===== src/rtl/dest_output_arbiter_if.sv =====
// rtl/dest_output_arbiter_if.sv - D-FIFO read side and merged output stream of dest_output_arbiter
//
// slave  : arbiter side (reads FIFO flags/data and out_ready, drives pops and the output word)
// master : environment side (FIFOs plus downstream sink)
//   empty_fifo_D0/D1  FIFO empty flags
//   data_out_D0/D1    FIFO read data, valid the cycle after a pop
//   D0_pop/D1_pop     pop strobes
//   out_ready         sink accepts data_out this cycle
//   valid_out         data_out/dest_out hold a word
//   data_out          head-of-buffer word
//   dest_out          source FIFO of the head word (0 = D0, 1 = D1)
interface dest_output_arbiter_if #(
    parameter int data_width = 6
);
    logic                  empty_fifo_D0;
    logic                  empty_fifo_D1;
    logic [data_width-1:0] data_out_D0;
    logic [data_width-1:0] data_out_D1;
    logic                  D0_pop;
    logic                  D1_pop;
    logic                  out_ready;
    logic                  valid_out;
    logic [data_width-1:0] data_out;
    logic                  dest_out;

    modport slave (
        input  empty_fifo_D0, empty_fifo_D1, data_out_D0, data_out_D1, out_ready,
        output D0_pop, D1_pop, valid_out, data_out, dest_out
    );

    modport master (
        output empty_fifo_D0, empty_fifo_D1, data_out_D0, data_out_D1, out_ready,
        input  D0_pop, D1_pop, valid_out, data_out, dest_out
    );
endinterface


===== src/rtl/dest_output_arbiter.sv =====
// rtl/dest_output_arbiter.sv - round-robin drain of D0/D1 FIFOs into one tagged valid/ready stream
//
// Ports:
//   clk        system clock, all state on the rising edge
//   reset      asynchronous active-low reset
//   active_in  new pops allowed only while 1
//   bus        dest_output_arbiter_if.slave (FIFO flags/data/pops, output stream)
//   cnt_D0/D1  wrapping per-destination delivered-word counters
module dest_output_arbiter #(
    parameter int data_width = 6,
    parameter int cnt_width  = 8
) (
    input  logic                 clk,
    input  logic                 reset,
    input  logic                 active_in,
    dest_output_arbiter_if.slave bus,
    output logic [cnt_width-1:0] cnt_D0,
    output logic [cnt_width-1:0] cnt_D1
);
    logic                  inflight;
    logic                  inflight_dest;
    logic                  last_grant;
    logic [1:0]            count;
    logic [data_width-1:0] head_data;
    logic [data_width-1:0] tail_data;
    logic                  head_dest;
    logic                  tail_dest;

    logic                  drain;
    logic                  room;
    logic                  both_ready;
    logic                  any_ready;
    logic                  grant;
    logic                  pop_en;
    logic [1:0]            count_drained;
    logic [1:0]            count_nxt;
    logic [data_width-1:0] push_data;
    logic [data_width-1:0] head_data_nxt;
    logic [data_width-1:0] tail_data_nxt;
    logic                  head_dest_nxt;
    logic                  tail_dest_nxt;

    assign drain         = (count != 2'd0) && bus.out_ready;
    assign count_drained = count - {1'b0, drain};
    // count + inflight never exceeds 2, so this sum fits in two bits.
    // A new pop is only safe if at most one word is still owed a slot after this edge.
    assign room          = ((count_drained + {1'b0, inflight}) <= 2'd1);

    assign both_ready = !bus.empty_fifo_D0 && !bus.empty_fifo_D1;
    assign any_ready  = !bus.empty_fifo_D0 || !bus.empty_fifo_D1;
    // With a single non-empty FIFO, empty_fifo_D0 directly names the winner.
    assign grant      = both_ready ? ~last_grant : bus.empty_fifo_D0;
    assign pop_en     = reset && active_in && room && any_ready;

    assign bus.D0_pop = pop_en && !grant;
    assign bus.D1_pop = pop_en && grant;

    assign push_data = inflight_dest ? bus.data_out_D1 : bus.data_out_D0;

    // Head/tail two-slot buffer: a drain shifts tail into head, then the
    // in-flight word lands in the first free slot after that shift.
    always_comb begin
        head_data_nxt = head_data;
        head_dest_nxt = head_dest;
        tail_data_nxt = tail_data;
        tail_dest_nxt = tail_dest;
        if (drain) begin
            head_data_nxt = tail_data;
            head_dest_nxt = tail_dest;
        end
        if (inflight) begin
            if (count_drained == 2'd0) begin
                head_data_nxt = push_data;
                head_dest_nxt = inflight_dest;
            end else begin
                tail_data_nxt = push_data;
                tail_dest_nxt = inflight_dest;
            end
        end
    end

    assign count_nxt = count_drained + {1'b0, inflight};

    always_ff @(posedge clk or negedge reset) begin
        if (!reset) begin
            inflight      <= 1'b0;
            inflight_dest <= 1'b0;
            last_grant    <= 1'b1;
            count         <= 2'd0;
            head_data     <= '0;
            head_dest     <= 1'b0;
            tail_data     <= '0;
            tail_dest     <= 1'b0;
            cnt_D0        <= '0;
            cnt_D1        <= '0;
        end else begin
            inflight <= pop_en;
            if (pop_en) begin
                inflight_dest <= grant;
                last_grant    <= grant;
            end
            count     <= count_nxt;
            head_data <= head_data_nxt;
            head_dest <= head_dest_nxt;
            tail_data <= tail_data_nxt;
            tail_dest <= tail_dest_nxt;
            if (drain) begin
                if (head_dest) begin
                    cnt_D1 <= cnt_D1 + 1'b1;
                end else begin
                    cnt_D0 <= cnt_D0 + 1'b1;
                end
            end
        end
    end

    assign bus.valid_out = (count != 2'd0);
    assign bus.data_out  = head_data;
    assign bus.dest_out  = head_dest;
endmodule


===== src/flat_wrapper.sv =====
// flat-port wrapper written by rule: the top's interface ports become plain ports
module dest_output_arbiter_flat 
#(
    parameter int data_width = 6,
    parameter int cnt_width  = 8
)
  (clk, reset, active_in, cnt_D0, cnt_D1, bus_empty_fifo_D0, bus_empty_fifo_D1, bus_data_out_D0, bus_data_out_D1, bus_out_ready, bus_D0_pop, bus_D1_pop, bus_valid_out, bus_data_out, bus_dest_out);
  dest_output_arbiter_if #(.data_width(data_width)) bus_i ();
  input  logic clk;
  input  logic reset;
  input  logic active_in;
  output logic [cnt_width-1:0] cnt_D0;
  output logic [cnt_width-1:0] cnt_D1;
  input wire logic [$bits(bus_i.empty_fifo_D0)-1:0] bus_empty_fifo_D0;
  input wire logic [$bits(bus_i.empty_fifo_D1)-1:0] bus_empty_fifo_D1;
  input wire logic [$bits(bus_i.data_out_D0)-1:0] bus_data_out_D0;
  input wire logic [$bits(bus_i.data_out_D1)-1:0] bus_data_out_D1;
  input wire logic [$bits(bus_i.out_ready)-1:0] bus_out_ready;
  output wire logic [$bits(bus_i.D0_pop)-1:0] bus_D0_pop;
  output wire logic [$bits(bus_i.D1_pop)-1:0] bus_D1_pop;
  output wire logic [$bits(bus_i.valid_out)-1:0] bus_valid_out;
  output wire logic [$bits(bus_i.data_out)-1:0] bus_data_out;
  output wire logic [$bits(bus_i.dest_out)-1:0] bus_dest_out;
  assign bus_i.empty_fifo_D0 = bus_empty_fifo_D0;
  assign bus_i.empty_fifo_D1 = bus_empty_fifo_D1;
  assign bus_i.data_out_D0 = bus_data_out_D0;
  assign bus_i.data_out_D1 = bus_data_out_D1;
  assign bus_i.out_ready = bus_out_ready;
  assign bus_D0_pop = bus_i.D0_pop;
  assign bus_D1_pop = bus_i.D1_pop;
  assign bus_valid_out = bus_i.valid_out;
  assign bus_data_out = bus_i.data_out;
  assign bus_dest_out = bus_i.dest_out;
  dest_output_arbiter #(.data_width(data_width), .cnt_width(cnt_width)) u_core (.clk(clk), .reset(reset), .active_in(active_in), .bus(bus_i), .cnt_D0(cnt_D0), .cnt_D1(cnt_D1));
endmodule

===== config.mk =====
export PLATFORM = sky130hd
export DESIGN_NAME = dest_output_arbiter_flat
export DESIGN_NICKNAME = d
export VERILOG_FILES = /design/src/rtl/dest_output_arbiter_if.sv /design/src/rtl/dest_output_arbiter.sv /design/src/flat_wrapper.sv
export SDC_FILE = /design/constraint.sdc
export NUM_CORES = 1
export LEC_CHECK = 0
export CORE_UTILIZATION = 39
export CTS_CLUSTER_DIAMETER = 40
export CTS_CLUSTER_SIZE = 20
export DETAILED_ROUTE_END_ITERATION = 12
export PLACE_DENSITY = 0.78
export RECOVER_POWER = 50
export SLEW_MARGIN = 20
export SYNTH_ARGS = -nofsm -noshare
export SYNTH_HDL_FRONTEND = slang
export SYNTH_SLANG_ARGS = --single-unit

===== constraint.sdc =====
create_clock -name clk -period 2.18 [get_ports clk]
set_input_delay 0.436 -clock clk [delete_from_list [all_inputs] [get_ports clk]]
set_output_delay 0.436 -clock clk [all_outputs]
set_load 0.05 [all_outputs]

==> flow_summary.yaml <==
# synthesis and place-and-route metrics
power_and_ir_drop:
  ir_drop_mv: 0.595
  switching_share: 0.416
  clkPwrFrac: 0.184
  internal-power_mw: 1.77
  leakage_nw: 1.02
  finalPower_mw: 3.03
  switchingPower_mw: 1.26
  p_seq_frac: 0.362
logic_synthesis:
  syn_inst: 142
  synth_nets: 163
  top_area_cell: "dfrtp_1"
  netlist_area_um2: 1640
  yosysChipArea_um2: 1640
  top_cell_area_share: 0.518
  yosysWarnings: 0
  avgSynthCellArea_um2: 11.6
  ys_cells: 142
  synth_seq_share: 0.534
  synth_flops: 35
  synth_cell_types: 33
final_timing:
  finalSetupTns_ps: -227
  period_used_share: 1.06
  rsz0062_at_grt: "true"
  timing_hold_violations_final: 0
  maxSlewHeadroom: 0.428
  hold_slack_ps: 470
  tightest_slew_ps: 858
  setup_viol: 2
  fin_crit_ps: 2320
  layout_setup_ws_ps: -137
  fmax_mhz: 432
clock_network:
  cts_root_buf: "clkbuf_8"
  cts-htree-levels: 2
  clk_pin_slew_ps: 70
  cts_hold_buf: 0
  cts_buffers: 5
  cts_tree: "done"
setup_path:
  crit_chain: "nor2b_4 > a21o_2 > ha_4 > or3_4 > nand4b_1 > nor2_2 > buf_12"
  cp-end-kind: "output pin"
  path_class: "flip-flop to output pin"
  cp_max_fo: 3
  setup.worst_path.start_class: "flip-flop"
  crit_arrival_ps: 1880
  cp_slowest_cell: "dfrtp_1"
  slowest_delay_ps: 400
  cp.required_ps: 1740
route:
  wirelength_um: 3110
  drt_iter0_drc: 77
  ant_nets: 0
  post-route-drc-count: 0
  first_pass_iters: 4
finish:
  finish.utilization: 0.577
  lay_top_count: "clkdlybuf4s50_1"
  area_delta_synth_final_pct: 41.6
  final_cells: 249
  nNetsFinal: 220
  drive_above_1_share: 0.221
  layout_top_cells: "38 x clkdlybuf4s50_1, 34 x dfrtp_1, 18 x nand2_1"
  fin_area_um2: 2320
global_routing:
  grt_overflow: 0
  track_usage: 0.171
  grt_max_degree: 36
  grt_pass1_vias: 1203
run_status:
  run_status: "complete, but fails checks"
  violations: "setup timing"
hold_path:
  hold_class: "flip-flop to flip-flop"
floorplan:
  fp.dieW_um: 66.9
  fp_util: 0.407
  io-pin-count: 44
  coreArea_um2: 4030
  die_y_um: 66.9
  die_area_um2: 4470
placement:
  numPortBuffers: 43
  dpl_worst_slack_ps: -543
  dp_hpwl_um: 2130
run:
  warnings: 28
  cap_violations: 0
## logic make-up (layout without fill, tap and decap cells)
family,count (synthesis),count (layout),synth area share
AOI/OAI and AO/OA,21,21,0.0861
xor gates and xnor gates,14,14,0.0747
adders and majority gates,3,3,0.0229
buffers and inverters,8,65,0.0297
DFF,35,35,0.534
muxes,16,16,0.107
and+or+nand+nor,45,45,0.146
## worst max-delay path, delay by kind of cell (launching register included)
| family | cells | cell delay, ps |
|---|---|---|
| simple gates | 4 | 690 |
| flops | 1 | 400 |
| compound gates | 1 | 200 |
| fa+ha+maj | 1 | 160 |
| buf+inv | 1 | 150 |
## Yosys cell counts
cell and instances:
o21ai_2 3, or3_1 1, mux2_2 8, nand4b_1 1
dfstp_2 1, and3_1 2, or2_1 1, mux2_4 1
nor2b_2 1, dfrtp_1 34, and4_1 1, nor2b_1 1
o2bb2ai_1 2, nor2_2 1, nor3_2 2, nand4_1 5
o21ai_4 1, xor2_1 2, mux2i_1 7, a21oi_1 2
nand3_1 6, buf_6 2, o21ai_0 11, a21o_1 1
buf_4 1, or3b_4 1, xnor2_1 12, inv_1 4
buf_1 1, a21o_2 1, nand2_1 18, ha_1 3
nor2_1 4
## worst paths after layout
path                                                    from                               to  slack [ps]  cells past startpoint
worst max-delay path               u_core.count[0]$_DFF_PN0_                       bus_D0_pop        -140                      7
worst min-delay path            u_core.cnt_D1[7]$_DFFE_PN0P_     u_core.cnt_D1[7]$_DFFE_PN0P_         470                      1
worst max register to register     u_core.count[0]$_DFF_PN0_    u_core.last_grant$_DFFE_PN1P_         390                      8
worst min register to register  u_core.cnt_D1[7]$_DFFE_PN0P_     u_core.cnt_D1[7]$_DFFE_PN0P_         470                      1
max in group asynchronous                              reset  u_core.tail_data[1]$_DFFE_PN0P_         770                      2
min in group asynchronous                              reset        u_core.count[1]$_DFF_PN0_         870                      2
## final cells by class
class	instances	area (um^2)
sequential	35	877
tap	50	62.6
timing repair buffer	54	524
clock buffer	6	72.6
multi-input combinational	99	743
fill	350	1700
inverter	4	15.0
clock inverter	1	30.0
## metal layers
layer | track usage | vias up | routed length [um]
li1 | - | 608 | -
met1 | 0.206 | 584 | 1380
met2 | 0.275 | 36 | 1500
met3 | 0.0599 | 7 | 171
met4 | 0.0665 | 0 | 59
met5 | 0 | - | 0
## registers in the layout, indices dropped and copies added (netlist names)
| register | cells |
|---|---|
| u_core.tail_data | 6 |
| u_core.inflight_dest | 1 |
| u_core.last_grant | 1 |
| u_core.tail_dest | 1 |
| u_core.bus.data_out | 6 |
| u_core.count | 2 |
| u_core.inflight | 1 |
| u_core.cnt_D1 | 8 |
| u_core.bus.dest_out | 1 |
| u_core.cnt_D0 | 8 |
## power groups by stage
stage | clock network, mW | logic, mW | registers (mW)
2_1_floorplan | 0 | 0.469 | 1.54
3_3_place_gp | 0 | 1.35 | 1.10
3_5_place_dp | 0 | 1.37 | 1.11
4_1_cts | 0.563 | 1.38 | 1.10
5_1_grt | 0.595 | 1.48 | 1.14
6_report | 0.558 | 1.37 | 1.10
## timing repair
item	4_1_cts	5_1_grt
pin swaps	4	2
buffers inserted	2	1
gates resized	9	1
endpoints found under the setup margin	3	2
Gate families picked out:
(6 px per um)
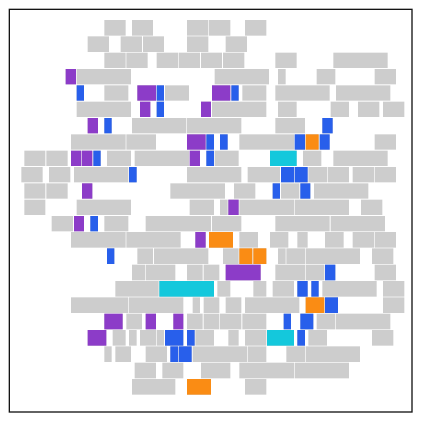
colour	family	cells
cyan	adder and majority cells	3
purple	inverting AOI/OAI gates	19
blue	NAND gates	30
orange	AND and OR gates	6

Wiring by layer:
(4 px per um) Two of the layers only.
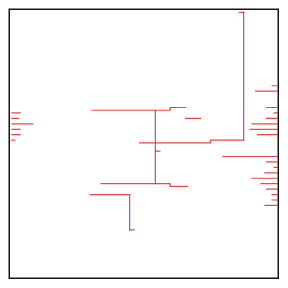
colour	layer	wire length
purple	metal 4	59.2 um
red	metal 3	172 um

Routed clock nets over the placement:
(8 px per um)
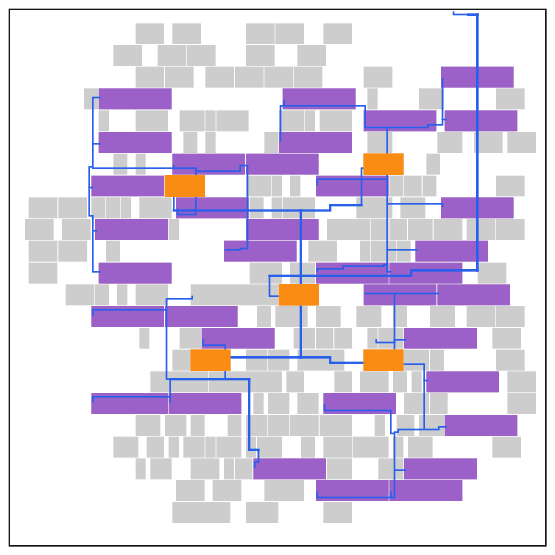
[purple] flip-flops | count: 35
[blue] clock wires | length: 436 um
[orange] clock drivers | count: 5
flops lie	all over the die

Clock nets:
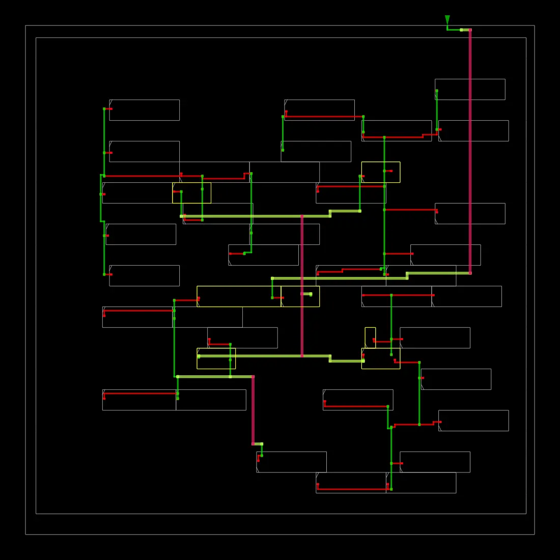
Layout Skew: 3.17 ps
Sink Count: 35

I/O pins on the die edge:
(6 px per um) Pins as bars across the die edge, other pins in grey.
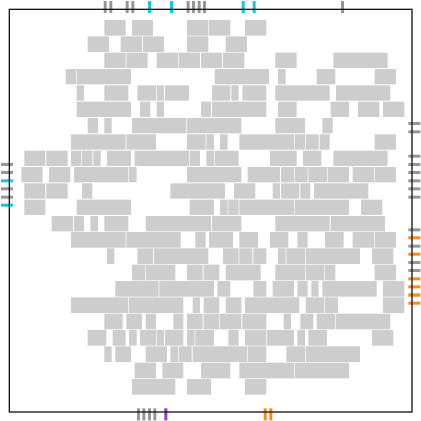
colour	port	pins	direction	edge
purple	active_in	1	input	bottom
cyan	bus_data_out	6	output	4 top, 2 left
orange	cnt_D0	8	output	6 right, 2 bottom
all pins by edge	18 right, 13 top, 7 bottom, 6 left

No activity file was given, so power comes from the tool's default toggle rates.
